**src/rtl/irq_ctrl_if.sv**
```systemverilog
// irq_ctrl_if: io_sel-decoded data-bus slice between the CPU and the interrupt controller.
// master = CPU/bus side, slave = irq_ctrl.
interface irq_ctrl_if;
   logic        cs;
   logic        we;
   logic        re;
   logic [2:0]  addr;
   logic [31:0] wdata;
   logic [31:0] rdata;

   modport master (
      output cs,
      output we,
      output re,
      output addr,
      output wdata,
      input  rdata
   );

   modport slave (
      input  cs,
      input  we,
      input  re,
      input  addr,
      input  wdata,
      output rdata
   );
endinterface

```
**src/rtl/irq_ctrl.sv**
```systemverilog
// irq_ctrl: memory-mapped interrupt controller with per-source pending, mask and edge/level
// trigger, plus a fixed-priority claim register. Define IRQ_SYNC_EN to synchronise src_i.
module irq_ctrl #(
   parameter int unsigned NUM_SRC = 4,
   parameter int unsigned ID_W    = 4
) (
   input  logic               clk_i,
   input  logic               rst_ni,
   input  logic [NUM_SRC-1:0] src_i,
   irq_ctrl_if.slave          bus,
   output logic               intr_o,
   input  logic               inta_i,
   output logic [ID_W-1:0]    irq_id_o
);

   localparam logic [2:0] AddrPend  = 3'd0;
   localparam logic [2:0] AddrMask  = 3'd1;
   localparam logic [2:0] AddrClaim = 3'd2;
   localparam logic [2:0] AddrCtrl  = 3'd3;
   localparam logic [2:0] AddrTrig  = 3'd4;

   logic [NUM_SRC-1:0] src_s;
   logic [NUM_SRC-1:0] src_prev_q;
   logic [NUM_SRC-1:0] pend_q, pend_d;
   logic [NUM_SRC-1:0] mask_q, mask_d;
   logic [NUM_SRC-1:0] trig_q, trig_d;
   logic               gen_q, gen_d;
   logic               intr_q, intr_d;
   logic [ID_W-1:0]    irq_id_q, irq_id_d;

   logic [NUM_SRC-1:0] active;
   logic [NUM_SRC-1:0] edge_set;
   logic [NUM_SRC-1:0] w1c_clr;
   logic [NUM_SRC-1:0] claim_clr;
   logic [ID_W-1:0]    best;
   logic               valid;
   logic               bus_wr;
   logic               bus_rd;
   logic [31:0]        rdata;
   logic               unused_wdata;

`ifdef IRQ_SYNC_EN
   logic [NUM_SRC-1:0] sync1_q;
   logic [NUM_SRC-1:0] sync2_q;

   always_ff @(posedge clk_i or negedge rst_ni) begin
      if (!rst_ni) begin
         sync1_q <= '0;
         sync2_q <= '0;
      end else begin
         sync1_q <= src_i;
         sync2_q <= sync1_q;
      end
   end

   assign src_s = sync2_q;
`else
   assign src_s = src_i;
`endif

   // Only the low NUM_SRC bits (and bit 0 for CTRL) of write data are architected.
   assign unused_wdata = ^bus.wdata;

   always_comb begin
      bus_wr = bus.cs & bus.we;
      bus_rd = bus.cs & bus.re;
      active = pend_q & mask_q;
      valid  = |active;

      // Walk downwards so the lowest active index is the last one written.
      best = '0;
      for (int i = int'(NUM_SRC) - 1; i >= 0; i--) begin
         if (active[i]) best = ID_W'(i);
      end

      edge_set  = src_s & ~src_prev_q;
      w1c_clr   = (bus_wr && bus.addr == AddrPend) ? bus.wdata[NUM_SRC-1:0] : '0;
      // Isolate the lowest set bit of active: the source being claimed.
      claim_clr = (bus_rd && bus.addr == AddrClaim) ?
                  (active & ~(active - NUM_SRC'(1))) : '0;

      // Level bits track src; edge bits hold, clear, then set (set wins a collision).
      pend_d = (trig_q & src_s) |
               (~trig_q & ((pend_q & ~(w1c_clr | claim_clr)) | edge_set));

      mask_d = mask_q;
      trig_d = trig_q;
      gen_d  = gen_q;
      if (bus_wr) begin
         case (bus.addr)
            AddrMask: mask_d = bus.wdata[NUM_SRC-1:0];
            AddrCtrl: gen_d  = bus.wdata[0];
            AddrTrig: trig_d = bus.wdata[NUM_SRC-1:0];
            default:  ;
         endcase
      end

      intr_d   = gen_q & valid;
      irq_id_d = inta_i ? best : irq_id_q;
   end

   always_comb begin
      rdata = '0;
      if (bus_rd) begin
         case (bus.addr)
            AddrPend:  rdata = 32'(pend_q);
            AddrMask:  rdata = 32'(mask_q);
            AddrClaim: rdata = valid ? {1'b1, 31'(best)} : 32'h0;
            AddrCtrl:  rdata = {31'b0, gen_q};
            AddrTrig:  rdata = 32'(trig_q);
            default:   rdata = '0;
         endcase
      end
   end

   always_ff @(posedge clk_i or negedge rst_ni) begin
      if (!rst_ni) begin
         src_prev_q <= '0;
         pend_q     <= '0;
         mask_q     <= '0;
         trig_q     <= '0;
         gen_q      <= 1'b0;
         intr_q     <= 1'b0;
         irq_id_q   <= '0;
      end else begin
         src_prev_q <= src_s;
         pend_q     <= pend_d;
         mask_q     <= mask_d;
         trig_q     <= trig_d;
         gen_q      <= gen_d;
         intr_q     <= intr_d;
         irq_id_q   <= irq_id_d;
      end
   end

   assign bus.rdata = rdata;
   assign intr_o    = intr_q;
   assign irq_id_o  = irq_id_q;

endmodule

```
**src/flat_wrapper.sv**
```systemverilog
// flat-port wrapper written by rule: the top's interface ports become plain ports
module irq_ctrl_flat 
#(
   parameter int unsigned NUM_SRC = 4,
   parameter int unsigned ID_W    = 4
)
  (clk_i, rst_ni, src_i, intr_o, inta_i, irq_id_o, bus_cs, bus_we, bus_re, bus_addr, bus_wdata, bus_rdata);
  irq_ctrl_if bus_i ();
  input  logic clk_i;
  input  logic rst_ni;
  input  logic [NUM_SRC-1:0] src_i;
  output logic intr_o;
  input  logic inta_i;
  output logic [ID_W-1:0] irq_id_o;
  input wire logic [$bits(bus_i.cs)-1:0] bus_cs;
  input wire logic [$bits(bus_i.we)-1:0] bus_we;
  input wire logic [$bits(bus_i.re)-1:0] bus_re;
  input wire logic [$bits(bus_i.addr)-1:0] bus_addr;
  input wire logic [$bits(bus_i.wdata)-1:0] bus_wdata;
  output wire logic [$bits(bus_i.rdata)-1:0] bus_rdata;
  assign bus_i.cs = bus_cs;
  assign bus_i.we = bus_we;
  assign bus_i.re = bus_re;
  assign bus_i.addr = bus_addr;
  assign bus_i.wdata = bus_wdata;
  assign bus_rdata = bus_i.rdata;
  irq_ctrl #(.NUM_SRC(NUM_SRC), .ID_W(ID_W)) u_core (.clk_i(clk_i), .rst_ni(rst_ni), .src_i(src_i), .bus(bus_i), .intr_o(intr_o), .inta_i(inta_i), .irq_id_o(irq_id_o));
endmodule
```
**config.mk**
```make
export PLATFORM = sky130hd
export DESIGN_NAME = irq_ctrl_flat
export DESIGN_NICKNAME = d
export VERILOG_FILES = /design/src/rtl/irq_ctrl_if.sv /design/src/rtl/irq_ctrl.sv /design/src/flat_wrapper.sv
export SDC_FILE = /design/constraint.sdc
export NUM_CORES = 1
export LEC_CHECK = 0
export CAP_MARGIN = 5
export CORE_UTILIZATION = 30
export CTS_CLUSTER_DIAMETER = 200
export DETAILED_ROUTE_END_ITERATION = 10
export GPL_ROUTABILITY_DRIVEN = 0
export PLACE_DENSITY = 0.74
export SYNTH_ARGS = -nofsm -noshare
export SYNTH_HDL_FRONTEND = slang
export SYNTH_SLANG_ARGS = --single-unit
```
**constraint.sdc**
```tcl
create_clock -name clk_i -period 1.38 [get_ports clk_i]
set_clock_uncertainty 0.15 [all_clocks]
set_input_delay 0.276 -clock clk_i [delete_from_list [all_inputs] [get_ports clk_i]]
set_output_delay 0.276 -clock clk_i [all_outputs]
set_load 0.02 [all_outputs]
```
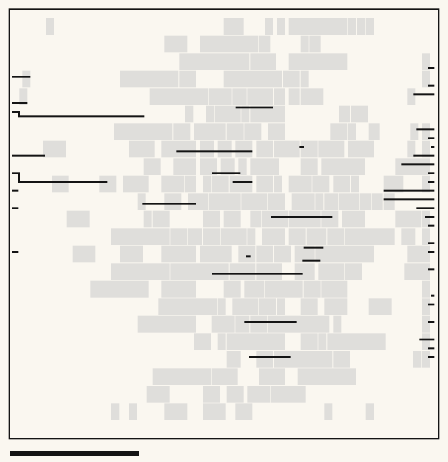
Run 1: signal wires on met3
Scale bar: 20 um. Cells faint in the background.
nets with wire on the layer: 41
share of all routed wire: 5.0%
Routed WL: 3.34 mm
vias after detailed routing: 1123
met3 usage in global routing: 3.25%

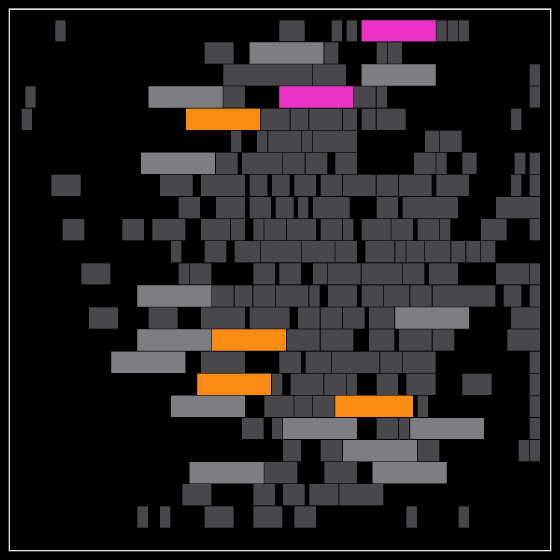
Run 1: where the registers sit
Other sequential cells in the stronger gray, the rest of the logic in the fainter gray.
legend:
  orange:
    netlist_name: u_core.mask_q
    placed_flops: 4
  magenta:
    netlist_name: u_core.irq_id_o
    placed_flops: 2
flop share of the area: 25.6%
register area: 502 um2

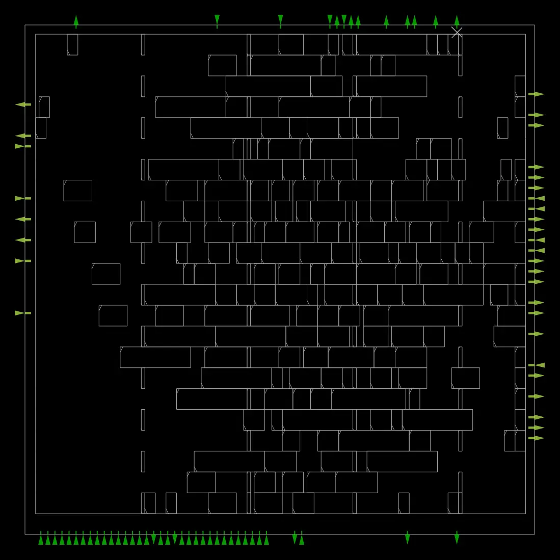
Run 1: cell placement
Core ar.: 4000 um2
# rows: 23
FILL cells: 347

==> results.py, run 1 <==
# Auto-generated metrics
metrics = {
    "status": {
        "outcome": "complete, but fails checks",
        "violations": "DRC, setup timing",
    },
    "route": {
        "top_layer_used": "met4",
        "postRouteAntennaNets": 0,
        "drc": 2,
        "wl_met1_mm": 1.44,
        "avgViaCountPerCell": 4.53,
    },
    "critical_path": {
        "r2r_cells": 5,
        "arrival_ns": 1.45,
        "critPathLaunch": "u_core.mask_q[1]",
        "worst-path-stages": 6,
    },
    "cells_and_area": {
        "syn2layout_area_growth_pct": 56.9,
        "clockNetworkAreaShare_pct": 3.64,
        "layout_top_cells": "41 x buf_4, 29 x conb_1, 19 x dfrtp_1",
        "logic_area_um2": 704,
    },
    "sta": {
        "period_needed_ns": 1.88,
        "setup_violations": 9,
        "setup_ws_ns": -0.497,
    },
    "synthesis": {
        "yosysTopAreaCell": "dfrtp_1",
        "postSynthAreaPerCell_um2": 9.82,
        "xor_share_pct": 0,
        "synth_cell_types": 27,
        "edf_count": 0,
        "synth.logic.top_family": "buffers and inverters",
    },
    "clocking": {
        "cts_made_buffers": 3,
        "clkSlewWorstSetupHoldPaths_ns": 0.08,
    },
    "global_routing": {
        "overflow": 0,
        "grt_pass1_wl_mm": 5.05,
        "track_usage_pct": 15.3,
        "grt-busiest-layer": "met2",
        "grt_pass1_vias": 1047,
    },
    "hold_path": {
        "hp-class": "input pin to asynchronous set/reset pin",
    },
    "placed_design": {
        "dp_hpwl_mm": 2.39,
    },
}
==> run 1: power by group <==
group	internal, mW	total [mW]	switching [mW]
sequential	0.711	0.807	0.0962
clock	0.387	0.592	0.204
combinational	0.570	1.04	0.472
total	1.67	2.44	0.772
==> run 1: metrics by stage <==
step	setup TNS [ns]	cell area (um2)	total power, mW	instances	hold WS (ns)
after detailed placement	-13.65	1740	1.66	234	0.362
after CTS	-2.32	1850	2.27	239	0.208
after global routing	-2.66	1960	2.56	248	0.229
final	-2.19	1960	2.44	248	0.198
after floorplan	-0.648	1410	1.25	155	-0.170
after global placement	-13.40	1740	1.64	234	0.346
==> run 1: repair_timing <==
item	CTS	global route
gates cloned	0	0
gates resized	62	19
buffers inserted	1	10
setup endpoints to repair	22	17
pin swaps	8	7
hold buffers	0	0
==> run 2, diff against run 1 <==
--- a/config.mk
+++ b/config.mk
@@ -10,6 +10,7 @@
 export CTS_CLUSTER_DIAMETER = 200
 export DETAILED_ROUTE_END_ITERATION = 10
 export GPL_ROUTABILITY_DRIVEN = 0
+export HOLD_SLACK_MARGIN = 0.15
 export PLACE_DENSITY = 0.74
 export SYNTH_ARGS = -nofsm -noshare
 export SYNTH_HDL_FRONTEND = slang
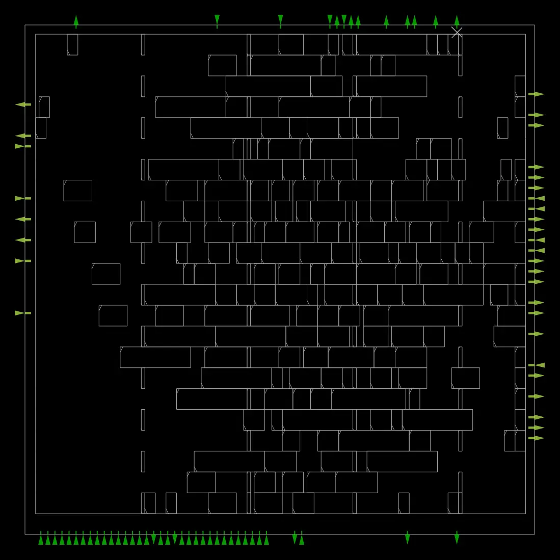
Run 2: cell placement
Final Util: 48.9%
seq_cells: 20

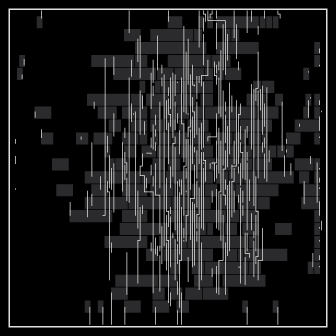
Run 2: the metal 2 layer
Cells faint in the background.
main direction: vertical
wire length on this layer: 1690 um
GRT met2 Usage: 25.5%

==> run 2 against run 1 <==
  * The run still ends with DRC, setup timing left
  * Utilization unchanged
  * Final area unchanged
  * Wire length unchanged
  * Sequential power about the same
  * Power unchanged
  * Critical path depth unchanged
  * Worst hold slack unchanged
  * Final cell count unchanged
  * Synthesized area unchanged
  * Largest cell class unchanged
==> results.py, run 2 <==
# Auto-generated metrics
metrics = {
    "status": {
        "outcome": "complete, but fails checks",
        "violations": "DRC, setup timing",
    },
    "power": {
        "swShare_pct": 31.6,
        "p_int_mw": 1.67,
        "p_seq_mw": 0.807,
        "pg_comb_mw": 1.04,
        "switchingPower_mw": 0.772,
        "clock_power_mw": 0.592,
    },
    "synthesis": {
        "yosysTopAreaCell": "dfrtp_1",
        "edf_count": 0,
        "synth.logic.top_family": "buffers and inverters",
        "postSynthAreaPerCell_um2": 9.82,
        "xor_share_pct": 0,
        "synth_cell_types": 27,
    },
    "cells_and_area": {
        "final-seq-area_um2": 502,
        "logic_area_um2": 704,
        "n_fill_cell": 347,
        "stdcell_count": 248,
        "layout_top_cells": "41 x buf_4, 29 x conb_1, 19 x dfrtp_1",
        "clock_buffer_count": 3,
        "clockNetworkAreaShare_pct": 3.64,
        "seq-cell-share_pct": 25.6,
    },
    "route": {
        "avgViaCountPerCell": 4.53,
        "wl_met1_mm": 1.44,
        "top_layer_used": "met4",
        "wl_mm": 3.34,
        "drc": 2,
        "wl_met3_um": 166,
    },
    "global_routing": {
        "grt_pass1_vias": 1047,
        "track_usage_pct": 15.3,
        "grt-busiest-layer": "met2",
        "overflow": 0,
        "grt_use_met3_pct": 3.25,
    },
    "clocking": {
        "clockRootBuffer": "clkbuf_8",
        "cts_made_buffers": 3,
        "cts_hold_buf": 0,
        "clkSlewWorstSetupHoldPaths_ns": 0.08,
    },
    "critical_path": {
        "worst-path-stages": 6,
        "critPathLaunch": "u_core.mask_q[1]",
        "r2r_cells": 5,
        "arrival_ns": 1.45,
    },
    "placed_design": {
        "dp_hpwl_mm": 2.39,
        "dp_cells": 234,
    },
    "flow_run": {
        "maxCapViolCount": 0,
    },
    "sta": {
        "setup_ws_ns": -0.497,
        "period_needed_ns": 1.88,
        "setup_violations": 9,
    },
    "floorplanning": {
        "num_rows": 23,
        "core_um2": 4000,
    },
}
==> run 2: stage by stage <==
| stage | setup TNS (ns) | instance area, um2 | power [mW] | hold slack (ns) | utilization, % |
|---|---|---|---|---|---|
| floorplan | -0.648 | 1410 | 1.25 | -0.170 | - |
| global placement | -13.40 | 1740 | 1.64 | 0.346 | 43.5 |
| detailed placement | -13.65 | 1740 | 1.66 | 0.362 | 43.5 |
| CTS | -2.32 | 1850 | 2.27 | 0.208 | 46.2 |
| global route | -2.66 | 1960 | 2.56 | 0.229 | 48.9 |
| finish | -2.19 | 1960 | 2.44 | 0.198 | 48.9 |
==> run 2: repair_timing <==
| action | in CTS | in global routing |
|---|---|---|
| pin swaps | 8 | 7 |
| setup endpoints to repair | 22 | 17 |
| buffers inserted | 1 | 10 |
| resized | 62 | 19 |
Power is estimated from default activity; no workload was simulated.
